**Routing congestion map**

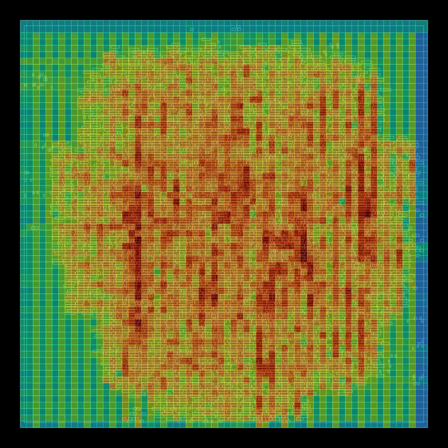
**Close-up of the layout**

The bar under the picture is 5 um long. Region (321, 321) to (341, 341) um. Cells in gray, sequential cells in the stronger gray; small squares are vias.
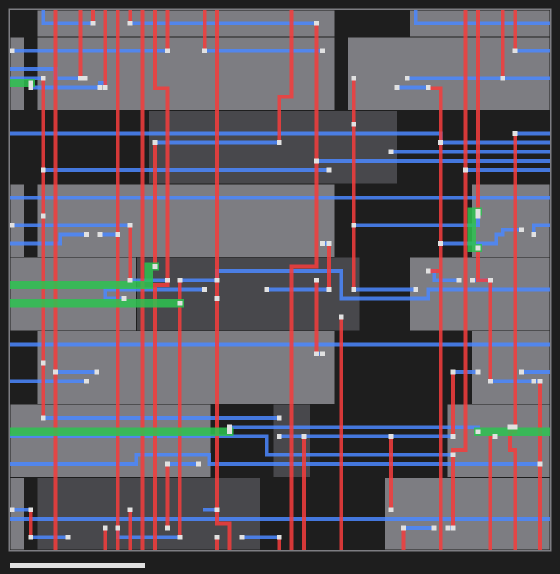
$ cat src/rtl/fft_bitrev_reorder.sv
// fft_bitrev_reorder: ping-pong reorder of bit-reversed FFT frames (valid_i/X_*_i in, no backpressure) into natural order over valid_o/ready_i with idx_o, last_o, sticky ovf_o
module fft_bitrev_reorder #(
  parameter int N    = 32,
  parameter int LOGN = 5,
  parameter int DW   = 18
) (
  input  logic            clk,
  input  logic            rst_n,
  input  logic            valid_i,
  input  logic [DW-1:0]   X_r_i,
  input  logic [DW-1:0]   X_i_i,
  input  logic            ready_i,
  output logic            valid_o,
  output logic [DW-1:0]   X_r_o,
  output logic [DW-1:0]   X_i_o,
  output logic [LOGN-1:0] idx_o,
  output logic            last_o,
  output logic            ovf_o
);
  logic [DW-1:0]   mem_r [2*N];
  logic [DW-1:0]   mem_i [2*N];
  logic [LOGN-1:0] wcnt_q, wcnt_d, rcnt_q, rcnt_d, idx_q, idx_d, waddr;
  logic [1:0]      full_q, full_d;
  logic [DW-1:0]   xr_q, xr_d, xi_q, xi_d;
  logic            wbank_q, wbank_d, rbank_q, rbank_d, drop_q, drop_d;
  logic            valid_q, valid_d, last_q, last_d, ovf_q, ovf_d;
  logic            drop_now, wlast, we, load, rd, rlast;
  always_comb begin
    waddr = '0;
    for (int b = 0; b < LOGN; b++) waddr[b] = wcnt_q[LOGN-1-b];
  end
  always_comb begin
    drop_now = (wcnt_q == '0) ? full_q[wbank_q] : drop_q;
    wlast    = valid_i && (wcnt_q == LOGN'(N-1));
    we       = valid_i && !drop_now;
    load     = !valid_q || ready_i;
    rd       = load && full_q[rbank_q];
    rlast    = rd && (rcnt_q == LOGN'(N-1));
    wcnt_d   = valid_i ? wcnt_q + LOGN'(1) : wcnt_q;
    drop_d   = valid_i ? (!wlast && drop_now) : drop_q;
    wbank_d  = wbank_q ^ (wlast && !drop_now);
    ovf_d    = ovf_q | (valid_i && (wcnt_q == '0) && full_q[wbank_q]);
    full_d   = full_q;
    if (rlast) full_d[rbank_q] = 1'b0;
    if (wlast && !drop_now) full_d[wbank_q] = 1'b1;
    rbank_d  = rbank_q ^ rlast;
    rcnt_d   = rd ? rcnt_q + LOGN'(1) : rcnt_q;
    valid_d  = load ? full_q[rbank_q] : valid_q;
    xr_d     = rd ? mem_r[{rbank_q, rcnt_q}] : xr_q;
    xi_d     = rd ? mem_i[{rbank_q, rcnt_q}] : xi_q;
    idx_d    = rd ? rcnt_q : idx_q;
    last_d   = rd ? (rcnt_q == LOGN'(N-1)) : last_q;
  end
  always_ff @(posedge clk) begin
    if (we) begin
      mem_r[{wbank_q, waddr}] <= X_r_i;
      mem_i[{wbank_q, waddr}] <= X_i_i;
    end
  end
  always_ff @(posedge clk) begin
    if (!rst_n) begin
      wcnt_q  <= '0;
      rcnt_q  <= '0;
      wbank_q <= 1'b0;
      rbank_q <= 1'b0;
      full_q  <= '0;
      drop_q  <= 1'b0;
      valid_q <= 1'b0;
      last_q  <= 1'b0;
      ovf_q   <= 1'b0;
      idx_q   <= '0;
      xr_q    <= '0;
      xi_q    <= '0;
    end else begin
      wcnt_q  <= wcnt_d;
      rcnt_q  <= rcnt_d;
      wbank_q <= wbank_d;
      rbank_q <= rbank_d;
      full_q  <= full_d;
      drop_q  <= drop_d;
      valid_q <= valid_d;
      last_q  <= last_d;
      ovf_q   <= ovf_d;
      idx_q   <= idx_d;
      xr_q    <= xr_d;
      xi_q    <= xi_d;
    end
  end
  assign valid_o = valid_q;
  assign X_r_o   = xr_q;
  assign X_i_o   = xi_q;
  assign idx_o   = idx_q;
  assign last_o  = last_q;
  assign ovf_o   = ovf_q;
endmodule

$ cat config.mk
export PLATFORM = sky130hd
export DESIGN_NAME = fft_bitrev_reorder
export DESIGN_NICKNAME = d
export VERILOG_FILES = /design/src/rtl/fft_bitrev_reorder.sv
export SDC_FILE = /design/constraint.sdc
export NUM_CORES = 2
export LEC_CHECK = 0
export ABC_CLOCK_PERIOD_IN_PS = 5300
export CORE_MARGIN = 4
export CORE_UTILIZATION = 48
export DETAILED_ROUTE_END_ITERATION = 7
export PLACE_DENSITY = 0.7
export RECOVER_POWER = 25
export SLEW_MARGIN = 20
export SYNTH_ARGS = -nofsm -noshare
export SYNTH_HDL_FRONTEND = slang
export SYNTH_SLANG_ARGS = --single-unit
$ cat constraint.sdc
create_clock -name clk -period 5.3 [get_ports clk]
set_input_delay 0.795 -clock clk [delete_from_list [all_inputs] [get_ports clk]]
set_output_delay 0.795 -clock clk [all_outputs]
set_load 0.05 [all_outputs]
==> results.json <==
{
  "status": "complete, but fails checks",
  "violations": "max-capacitance violations, max-slew violations",
  "routed-via-count": 43980,
  "rsz0062_at_grt": "no",
  "fmax_mhz": 249.2,
  "cp-start-kind": "register",
  "report.final.hold_viol_count": 0,
  "cts_tree": "built",
  "r2r-start": "wcnt_q[0]$_SDFFE_PN0P_",
  "pg_comb_uw": 548,
  "pwr-share-seq": 0.563,
  "setup_tns_ps": 0,
  "synth-seq-cells": 2363,
  "ys_area_sq_um": 89980,
  "drc": 0,
  "synth_cell_type_count": 61,
  "drt_iter0_drc": 5566,
  "grt_pass1_vias": 43690,
  "nets": 4387,
  "routed_via_density": 6.264,
  "worst_r2r_path_depth": 7,
  "worstSetupStartpoint": "wcnt_q[0]$_SDFFE_PN0P_",
  "slowest_delay_ps": 810,
  "synthArstFlopShare": 0,
  "area_leaders": "edfxtp_1 77%, mux4_2 13%, mux2i_1 1.8%, dfxtp_1 1.3%, a22oi_1 0.59%",
  "io_pins": 84,
  "crit_buf_inv": 2,
  "edf_count": 2304,
  "worst_hold_slack_ps": 494.7,
  "syn_to_final_growth_pct": 12.94,
  "grt_max_degree": 75,
  "common_cells": "2304 x edfxtp_1, 513 x mux4_2, 162 x mux2i_1",
  "setup_viol": 0,
  "ys_sh_simple": 0.01950,
  "grt_use_met2": 0.3700,
  "place_area_sq_um": 94620,
  "cts_sinks": 2363,
  "min-delay-start": "idx_o[1]$_SDFFE_PN0P_",
  "total_power_uw": 36580,
  "postSynthSeqShare": 0.7821,
  "cts_root_buffer": "clkbuf_16",
  "grt_overflow": 0,
  "reg_top3": "mem_i x1152, mem_r x1152",
  "sw_frac_of_total": 0.2005,
  "arrival_ps": 4580,
  "power_leakage_uw": 0.03051,
  "crit_family": "simple AND/OR/NAND/NOR gates",
  "ctsResizeCount": 0,
  "wl_met2_um": 109200,
  "slowest_stage": "nor2_4",
  "synth_area_sq_um": 89980,
  "rr_endpoint": "mem_i[50][11]$_DFFE_PP_",
  "reg2reg_slack_ps": 1290,
  "maxCapViolCount": 30,
  "max_slew_margin": -1.354,
  "clk-insertion-delay-late_ps": 870,
  "synth_top_flop_cell": "edfxtp_1",
  "dieWidth_um": 441.0,
  "combPwrFrac": 0.015,
  "slew_viol_final": 1950,
  "yosysWarnings": 0,
  "endpoint": "mem_i[50][11]$_DFFE_PP_",
  "grt_usage": 0.2334,
  "cts_htree_levels": 4,
  "fin_crit_ps": 4013,
  "max-clock-path-buffers": 3,
  "gr-max-usage-layer": "met2",
  "xor_area_frac": 0.0006814,
  "critical_path_depth": 7,
  "top_area_frac": 0.7689,
  "ys_sh_aoi": 0.03321,
  "power.switching_uw": 7335,
  "fin_skew_ps": 50.02,
  "syn-num-nets": 4136,
  "dr_wl_met3_um": 18610,
  "path_clk_slew_ps": 60,
  "crit_chain": "inv_1 > ha_1 > or4b_1 > a2111oi_2 > nand2_1 > nor2_4 > buf_12",
  "wl_met1_um": 87040,
  "synth_dominant_cell_count": "edfxtp_1",
  "worst_slew_pin_slew_ps": 3531,
  "final_cell_mix": "2304 x edfxtp_1, 513 x mux4_2, 223 x clkbuf_16",
  "maxPowerGroup": "sequential cells",
  "synth_top_cell_by_area": "edfxtp_1",
  "warning_count": 28,
  "gp_congestion": 0.9578,
  "lay_top_count": "edfxtp_1",
  "fp-utilization": 0.4842
}
-- 'routing congestion map' (at the start) --
Final Util: 0.5469
routed len/inst: 32.08 um
GR Util met3: 0.03664
met1 global-route usage: 0.3258

-- 'close-up of the layout' (at the start) --
| color | layer |
|---|---|
| red | M2 |
| green | M3 |
| blue | M1 |
netlist names of flops here include: `mem_i` (6)
most frequent: edfxtp_1 (6), mux4_2 (2)
sequential cells in the window: 6
cells with their middle in the window: 10

==> cell families after synthesis <==
| family | count (synthesis) |
|---|---|
| flops | 2363 |
| mux | 694 |
| compound gates | 412 |
| simple gates | 360 |
| buf+inv | 250 |
| xor+xnor | 7 |
| fa+ha+maj | 5 |
==> area by class of cell <==
| cell class | instances | area [sq um] |
|---|---|---|
| antenna | 5 | 12.51 |
| clock buffer | 290 | 5952 |
| tap | 2480 | 3103 |
| inverter | 18 | 68.82 |
| clock inverter | 130 | 1147 |
| multi-input combinational | 1478 | 18760 |
| timing repair buffer | 258 | 2195 |
| sequential | 2363 | 70380 |
| fill | 13650 | 84210 |
Power and IR drop assume default switching activity.
